==> config.mk <==
export PLATFORM = sky130hd
export DESIGN_NAME = stage_5_writeback
export DESIGN_NICKNAME = d
export VERILOG_FILES = /design/src/rtl/stage_5_writeback.sv
export SDC_FILE = /design/constraint.sdc
export NUM_CORES = 2
export LEC_CHECK = 0
export CAP_MARGIN = 5
export CORE_ASPECT_RATIO = 1.4
export CORE_MARGIN = 3
export CORE_UTILIZATION = 60
export DETAILED_ROUTE_END_ITERATION = 10
export GPL_TIMING_DRIVEN = 0
export PLACE_DENSITY = 0.87
export SYNTH_ARGS = -nofsm -noshare
export SYNTH_HDL_FRONTEND = slang
export SYNTH_SLANG_ARGS = --single-unit
export TNS_END_PERCENT = 100
==> constraint.sdc <==
create_clock -name Clk -period 7.1 [get_ports Clk]
set_input_delay 2.13 -clock Clk [delete_from_list [all_inputs] [get_ports Clk]]
set_output_delay 2.13 -clock Clk [all_outputs]
set_load 0.02 [all_outputs]
==> src/rtl/stage_5_writeback.sv <==
// MEM/WB pipeline register, writeback select, 32-entry register file and retired-op counter.
// Optional feature: define REGFILE_BYPASS_EN for same-cycle write-through on both read ports.
module stage_5_writeback #(
    parameter int unsigned XLEN   = 32,
    parameter int unsigned NREG   = 32,
    parameter int unsigned REG_AW = 5
) (
    input  logic              Clk,
    input  logic              Reset,
    input  logic              Stall,
    input  logic              Flush,
    input  logic              Valid_Mem,
    input  logic              Reg_Write_Mem,
    input  logic              Is_Load_Mem,
    input  logic              Is_Jump_Mem,
    input  logic [REG_AW-1:0] Rd_Mem,
    input  logic [XLEN-1:0]   Alu_Out_Mem,
    input  logic [XLEN-1:0]   Loaded_Data_MEM,
    input  logic [XLEN-1:0]   Pc_Plus4_Mem,
    input  logic [REG_AW-1:0] Rs1_Addr,
    input  logic [REG_AW-1:0] Rs2_Addr,
    output logic [XLEN-1:0]   Rs1_Data,
    output logic [XLEN-1:0]   Rs2_Data,
    output logic              Wb_Valid,
    output logic              Wb_We,
    output logic [REG_AW-1:0] Wb_Rd,
    output logic [XLEN-1:0]   Wb_Data,
    output logic [31:0]       Retired_Count
);

    logic              valid_q;
    logic              reg_write_q;
    logic              is_load_q;
    logic              is_jump_q;
    logic [REG_AW-1:0] rd_q;
    logic [XLEN-1:0]   alu_out_q;
    logic [XLEN-1:0]   load_data_q;
    logic [XLEN-1:0]   pc_plus4_q;

    logic [XLEN-1:0]   regs_q [NREG];
    logic [31:0]       retired_q;
    logic [31:0]       retired_d;

    logic              commit;
    logic [XLEN-1:0]   wb_data;
    logic              wb_we;

    // MEM/WB register; a flushed op keeps its fields but loses its valid bit.
    always_ff @(posedge Clk) begin
        if (Reset) begin
            valid_q     <= 1'b0;
            reg_write_q <= 1'b0;
            is_load_q   <= 1'b0;
            is_jump_q   <= 1'b0;
            rd_q        <= '0;
            alu_out_q   <= '0;
            load_data_q <= '0;
            pc_plus4_q  <= '0;
        end else if (!Stall) begin
            valid_q     <= Valid_Mem & ~Flush;
            reg_write_q <= Reg_Write_Mem;
            is_load_q   <= Is_Load_Mem;
            is_jump_q   <= Is_Jump_Mem;
            rd_q        <= Rd_Mem;
            alu_out_q   <= Alu_Out_Mem;
            load_data_q <= Loaded_Data_MEM;
            pc_plus4_q  <= Pc_Plus4_Mem;
        end
    end

    // Jump has priority over load when both flags are set.
    always_comb begin
        wb_data = alu_out_q;
        if (is_jump_q) begin
            wb_data = pc_plus4_q;
        end else if (is_load_q) begin
            wb_data = load_data_q;
        end
    end

    assign commit = valid_q & ~Stall & ~Reset;
    assign wb_we  = commit & reg_write_q & (rd_q != '0);

    always_ff @(posedge Clk) begin
        if (Reset) begin
            for (int i = 0; i < NREG; i++) begin
                regs_q[i] <= '0;
            end
        end else if (wb_we) begin
            regs_q[rd_q] <= wb_data;
        end
    end

    always_comb begin
        Rs1_Data = (Rs1_Addr == '0) ? '0 : regs_q[Rs1_Addr];
        Rs2_Data = (Rs2_Addr == '0) ? '0 : regs_q[Rs2_Addr];
`ifdef REGFILE_BYPASS_EN
        // wb_we already excludes x0, so no extra zero check is needed here.
        if (wb_we && (Rs1_Addr == rd_q)) begin
            Rs1_Data = wb_data;
        end
        if (wb_we && (Rs2_Addr == rd_q)) begin
            Rs2_Data = wb_data;
        end
`endif
    end

    always_comb begin
        retired_d = retired_q;
        if (commit) begin
            retired_d = retired_q + 32'd1;
        end
    end

    always_ff @(posedge Clk) begin
        if (Reset) begin
            retired_q <= '0;
        end else begin
            retired_q <= retired_d;
        end
    end

    assign Wb_Valid      = valid_q;
    assign Wb_We         = wb_we;
    assign Wb_Rd         = rd_q;
    assign Wb_Data       = wb_data;
    assign Retired_Count = retired_q;

endmodule
==> images/m2.png <==
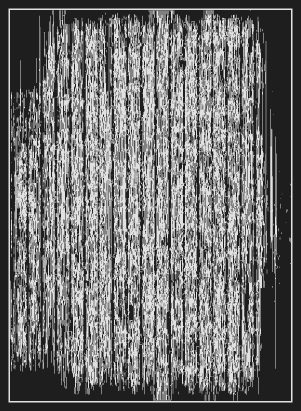
The layer carries 96.8 mm of wire. The longest straight run is 155 um. The wires run mostly vertical. 4360 nets have wire on it.
vias after detailed routing: 43762
drt total wl: 211.3 mm
M2 GR Usage: 65.27%

==> images/m1.png <==
Bar = 100 um.
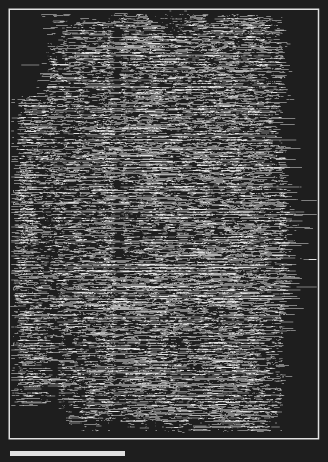
The layer carries 60.0 mm of wire. The longest straight run is 96.6 um. The layer holds 28% of the routed length. 4616 nets have wire on it. The wires run mostly horizontal.
met1 global-route usage: 46.92%

==> images/util_map.png <==
Bar = 100 um. 27 x 37 tiles, from black (low) to pale yellow (high), 0 to 100% covered.
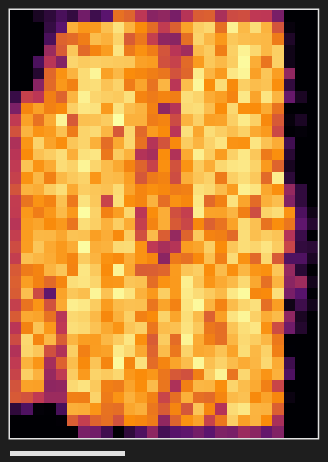
The mean over all tiles is 66%. 9.4% of the tiles are nearly empty. 52% of the tiles are over 75% full. The fullest tile reaches 100%.
core area: 95400 um2
fin util: 70.36%
Initial Util: 60.59%

==> images/route_heat.png <==
Bar = 100 um. 27 x 37 tiles, from black (low) to pale yellow (high), scaled to the fullest tile. Values are wire area over tile area, all layers added.
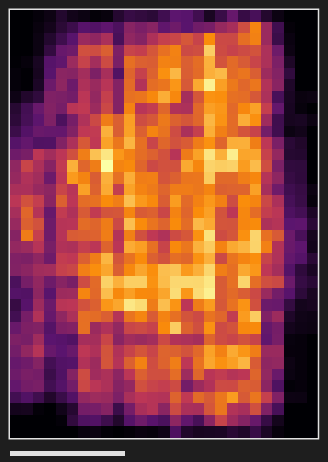
The fullest tile reaches 0.88. The mean over all tiles is 0.40. The densest ninth of the die: centre. 47% of the tiles are over half the peak.
WL/cell: 35.22 um
GRT Util Overall: 42.48%

==> images/congestion_map.png <==
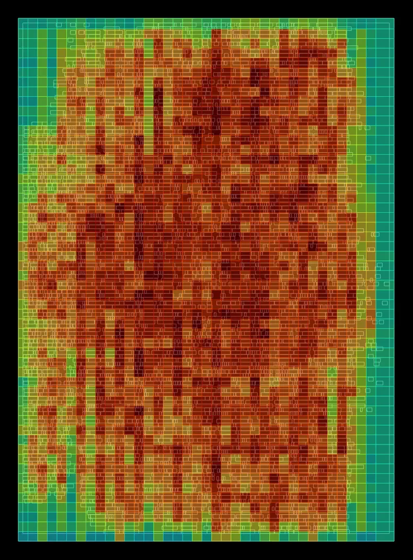
Top Usage Layer GRT: met2
Global Route met3 Usage: 18.27%

==> results.ini <==
[status]
status=finished, violations left
violations=negative setup slack

[job]
maxCapViolCount=0
log.warning_count=28

[cells_and_area]
fin_cells=5998
design.seq.count=1161
diodes=9
buffers_excl_clock=709
inverters=40
dominant_cells=registers
fillerInstances=6007
regArea_um2=33490
layout-drive-gt1-share_pct=21.43
bufAreaShareNonClock_pct=7.527
logic_gates=2659
final.clkbuf_count=123
area_growth_pct=16.12
regMostFlops=regs_q
clkCellAreaFrac_pct=5.443
finalNetCount=4796

[detailed_routing]
drtIter0Drc=6803
ant_nets=0
wl_met3_mm=34.45
drc=0
dr.pass1.iters=9
drt-met1-wl_mm=59.96

[place]
placed_area_um2=62440
dpl.cell_count=5796
port_buffers=244

[yosys]
synth-main-ff-cell=edfxtp_1
synthCells=4275
syn_avg_cell_area_um2=13.52
aoi_share_pct=5.301
ys_sh_adder_pct=0.02165
ys_cells=4275
ys_sh_mux_pct=23.31
xor_area_share_pct=0.1212
ys_async_sr_fraction_pct=0
yosysUniqueCellTypes=46
synth_top_area_share_pct=53.20
top_cells_by_area=edfxtp_1, mux4_2, nor2_1
common_cells=nor2_1, edfxtp_1, mux4_2
ys.flops=1161
yosysWarnings=0

[worst_setup_path]
path_depth=8
r2r_cells=5
cp-end-kind=output pin
cp_top_family=buffers and inverters
path_class=primary input to output pin
crit_required_ps=4970
endpoint=Rs1_Data[19]
start_kind=primary input
cp_common_cell=clkbuf_4
worstPathMaxFanout=10
arrival_ps=5150

[sta]
finalHoldViolCount=0
tns_ps=-1119
max_slew_margin_pct=13.19
finalSetupViolCount=16
skew_ps=19.24
final_max_slew_viol_count=0
fin_ws_ps=-183.5
worstMarginPinSlew_ps=1292
max_freq_ghz=0.1373
fin_crit_ps=7284

[clock_tree]
insertion_delay_ps=740
cts_tree=done
cts-hold-fix-buffers=0
cts_buffers=105
cts_root_buf=clkbuf_16
cts_htree_levels=3
clock_sinks=1161
clk_transition_reported_paths_ps=70

[global_route]
first_global_vias=44283
grt_max_degree=33
grt_pass1_wl_mm=299.0

[min_path]
min_to=Retired_Count[31]
min_delay_path_depth=1
holdCritPathClass=register to register
min_from=Retired_Count[31]

[power]
combPwrFrac_pct=13.4
pg_seq_uw=7810
power.switching_uw=4249
p_comb_uw=2170
p_int_uw=11930

[floorplan]
ios=254
chipArea_um2=100100
die.size.y_um=373.2
well_tap_count=1224
die_w_um=268.3

